Floorplan with the power grid:
The bar under the picture is 50 um long. Pins as bars on the die edge.
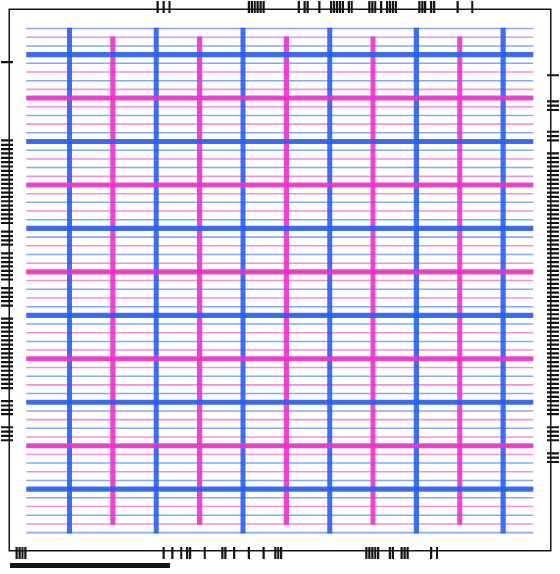
Placed cells, one color a class:
The bar under the picture is 50 um long.
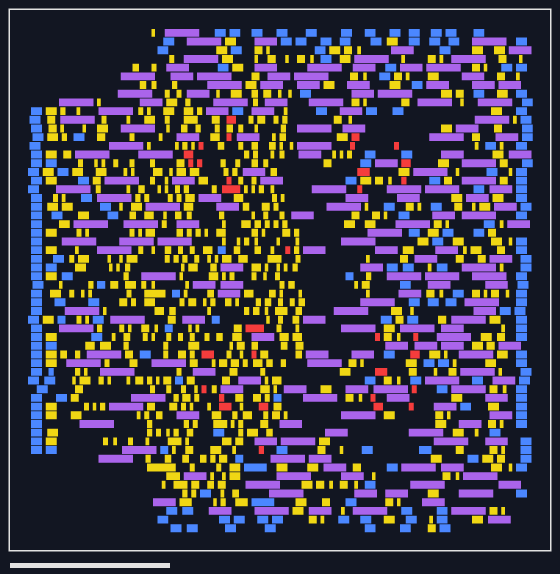
Clock network drawn from the DEF:
The bar under the picture is 50 um long.
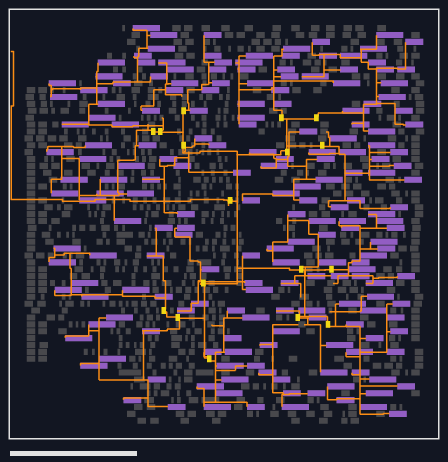
Wiring by layer:
Two of the layers only.
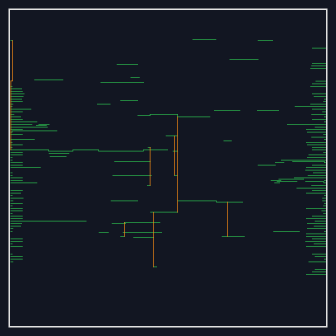
$ cat src/rtl/fetch_pc_ctrl.sv
// Fetch-stage PC sequencer: next-PC selection, imem request handshake and IF/ID capture with a one-entry hold buffer.
// Optional feature: define FETCH_MISALIGN_TRAP_EN to trap misaligned redirect targets to TRAP_VEC.
module fetch_pc_ctrl #(
    parameter logic [31:0] RESET_VEC = 32'h0000_0000
`ifdef FETCH_MISALIGN_TRAP_EN
    ,
    parameter logic [31:0] TRAP_VEC  = 32'h0000_0080
`endif
) (
    input  logic        CLK,
    input  logic        RST_N,
    input  logic        stall,
    input  logic        br_taken,
    input  logic [31:0] br_target,
    input  logic        jmp_valid,
    input  logic [31:0] jmp_target,
    output logic        imem_req,
    output logic [31:0] imem_addr,
    input  logic        imem_ack,
    input  logic [31:0] imem_rdata,
    output logic [31:0] instr,
    output logic [31:0] instr_pc,
    output logic        if_valid,
    output logic        flush_ifid,
    output logic        misalign_exc
);

    typedef enum logic [1:0] {
        BOOT  = 2'd0,
        FETCH = 2'd1,
        DRAIN = 2'd2,
        HOLD  = 2'd3
    } state_t;

    state_t      state;
    logic [31:0] pc;
    logic [31:0] redir_pc;
    logic [31:0] hold_buf;
    logic [31:0] hold_pc;

    logic        redirect;
    logic [31:0] raw_target;
    logic [31:0] target;

    function automatic logic [31:0] legalize_target(input logic [31:0] t);
`ifdef FETCH_MISALIGN_TRAP_EN
        return (t[1:0] != 2'b00) ? TRAP_VEC : t;
`else
        return t & 32'hFFFF_FFFC;
`endif
    endfunction

    // Branch resolves later in the pipe than jump, so it wins when both fire.
    assign redirect   = br_taken | jmp_valid;
    assign raw_target = br_taken ? br_target : jmp_target;
    assign target     = legalize_target(raw_target);
    assign flush_ifid = redirect;

    // DRAIN keeps the stale request up until the memory accepts it.
    assign imem_req  = (state == FETCH) || (state == DRAIN);
    assign imem_addr = pc;

    always_ff @(posedge CLK) begin
        if (!RST_N) begin
            state    <= BOOT;
            pc       <= RESET_VEC;
            instr    <= '0;
            instr_pc <= '0;
            if_valid <= 1'b0;
        end else begin
            case (state)
                BOOT: begin
                    state <= FETCH;
                end
                FETCH: begin
                    if (redirect) begin
                        if_valid <= 1'b0;
                        if (imem_ack) begin
                            pc <= target;
                        end else begin
                            redir_pc <= target;
                            state    <= DRAIN;
                        end
                    end else if (imem_ack) begin
                        pc <= pc + 32'd4;
                        if (stall) begin
                            hold_buf <= imem_rdata;
                            hold_pc  <= pc;
                            state    <= HOLD;
                        end else begin
                            instr    <= imem_rdata;
                            instr_pc <= pc;
                            if_valid <= 1'b1;
                        end
                    end else if (!stall) begin
                        if_valid <= 1'b0;
                    end
                end
                DRAIN: begin
                    if_valid <= 1'b0;
                    // A redirect arriving with the ack supersedes the one already pending.
                    if (imem_ack) begin
                        pc    <= redirect ? target : redir_pc;
                        state <= FETCH;
                    end else if (redirect) begin
                        redir_pc <= target;
                    end
                end
                HOLD: begin
                    if (redirect) begin
                        pc       <= target;
                        if_valid <= 1'b0;
                        state    <= FETCH;
                    end else if (!stall) begin
                        instr    <= hold_buf;
                        instr_pc <= hold_pc;
                        if_valid <= 1'b1;
                        state    <= FETCH;
                    end
                end
                default: begin
                    state <= BOOT;
                end
            endcase
        end
    end

`ifdef FETCH_MISALIGN_TRAP_EN
    logic exc_q;

    always_ff @(posedge CLK) begin
        if (!RST_N) begin
            exc_q <= 1'b0;
        end else begin
            exc_q <= (state != BOOT) && redirect && (raw_target[1:0] != 2'b00);
        end
    end

    assign misalign_exc = exc_q;
`else
    assign misalign_exc = 1'b0;
`endif

endmodule

$ cat config.mk
export PLATFORM = sky130hd
export DESIGN_NAME = fetch_pc_ctrl
export DESIGN_NICKNAME = d
export VERILOG_FILES = /design/src/rtl/fetch_pc_ctrl.sv
export SDC_FILE = /design/constraint.sdc
export NUM_CORES = 1
export LEC_CHECK = 0
export CAP_MARGIN = 10
export CELL_PAD_IN_SITES_DETAIL_PLACEMENT = 1
export CELL_PAD_IN_SITES_GLOBAL_PLACEMENT = 1
export CORE_MARGIN = 5
export CORE_UTILIZATION = 36
export CTS_BUF_LIST = sky130_fd_sc_hd__clkbuf_2
export DETAILED_ROUTE_END_ITERATION = 6
export HOLD_SLACK_MARGIN = 0.06
export PLACE_DENSITY_LB_ADDON = 0.3
export SLEW_MARGIN = 40
export SYNTH_ARGS = -nofsm -noshare
export SYNTH_HDL_FRONTEND = slang
export SYNTH_SLANG_ARGS = --single-unit
$ cat constraint.sdc
create_clock -name CLK -period 4.39 [get_ports CLK]
set_clock_uncertainty 0.05 [all_clocks]
set_input_delay 0.439 -clock CLK [delete_from_list [all_inputs] [get_ports CLK]]
set_output_delay 0.439 -clock CLK [all_outputs]
set_load 0.01 [all_outputs]
==> run notes <==
fresh numbers from the pnr run: Final Hold Viols 0, global-route wire length before repair 42.5 mm, Cell variety after synth 67, ys async rst share 0%, Tightest Hold Check Type input port to flip-flop, Setup crit start kind input port, placed inst area 0.0113 mm^2, Commonest Layout Cell clkdlybuf4s50_1, Nets 1168, gpl congestion 0.798, Port Buf Inserts 196, Vias 7637, Yosys top cell by area edfxtp_1, DPL Wire Length 19.1 mm, Crit. Startpoint jmp_valid, crit path DRT 3900 ps, slowest library cell on the worst path clkdlybuf4s50_1, Synth Area per Inst 10.2 um^2, # DRC 0, clk buf depth 2, setup TNS 0 ps, total clock sinks 195, met3 usage 3.60%, Core ar. 0.0250 mm^2, CTS root buffer clkbuf_2, H-tree depth 4, PwrDens 325 mW/mm^2, critical hold path startpoint imem_rdata[1], number of nets at floorplan 1001, CP endpoint kind output pin, Iter 0 DRT Violations 405, R2R depth 6, most frequent CP cell clkdlybuf4s50_1, Post-CTS Resized 0, Top delay family on crit path buffers and inverters, RSZ-0062 raised after global routing false, WL met3 1.48 mm, maximum clock rate 318 MHz, status complete, no violations, io pins 202, final setup fails 0, CTS clock-pin slew for the worst setup and hold paths 340 ps, Die Size 0.0286 mm^2, die width 169 um, Leak 3.72 nW
About 'floorplan with the power grid':
- blue: VSS
- magenta: VDD
- met1 rails: 59
- rows: 58
- met5 straps: 11

About 'placed cells, one color a class':
- blue: remaining buffers and delay cells (cells 218; share of their area 19%)
- yellow: remaining logic cells (cells 629; share of their area 35%)
- purple: registers (cells 195; share of their area 43%)
- red: clock drivers and dummy loads (cells 32; share of their area 2.1%)

About 'clock network drawn from the DEF':
- yellow: clock-net drivers (count 17)
- orange: clock wires (length 2430 um)
- purple: flip-flops (count 195)
- routed clock nets: 18
- flops lie: spread over the die
clk_lat worst skew: 770 ps
Power Clock: 0.000893 W

About 'wiring by layer':
- green: M3 (wire length 1480 um)
- orange: M4 (wire length 207 um)

flip-flops by register name, summed over array words and instances (netlist names):
signal	cells
hold_buf	32
hold_pc	32
if_valid	1
imem_addr	32
instr	32
instr_pc	32
redir_pc	32
state	2
power breakdown:
part / total [W] / internal [W] / switching, W
clock network: 0.000893 / 0.000188 / 0.000706
registers: 0.00215 / 0.00202 / 0.000125
logic: 0.000749 / 0.000356 / 0.000393
final cells by class:
class / count / area, um^2
Inverter: 12 / 45.0
Tap cell: 330 / 413
Multi-Input combinational cell: 617 / 3940
Clock buffer: 18 / 90.1
Fill cell: 2789 / 13400
Clock inverter: 14 / 143
Sequential cell: 195 / 4860
Antenna cell: 1 / 2.50
Timing Repair Buffer: 218 / 2170
Power is estimated from default activity; no workload was simulated.
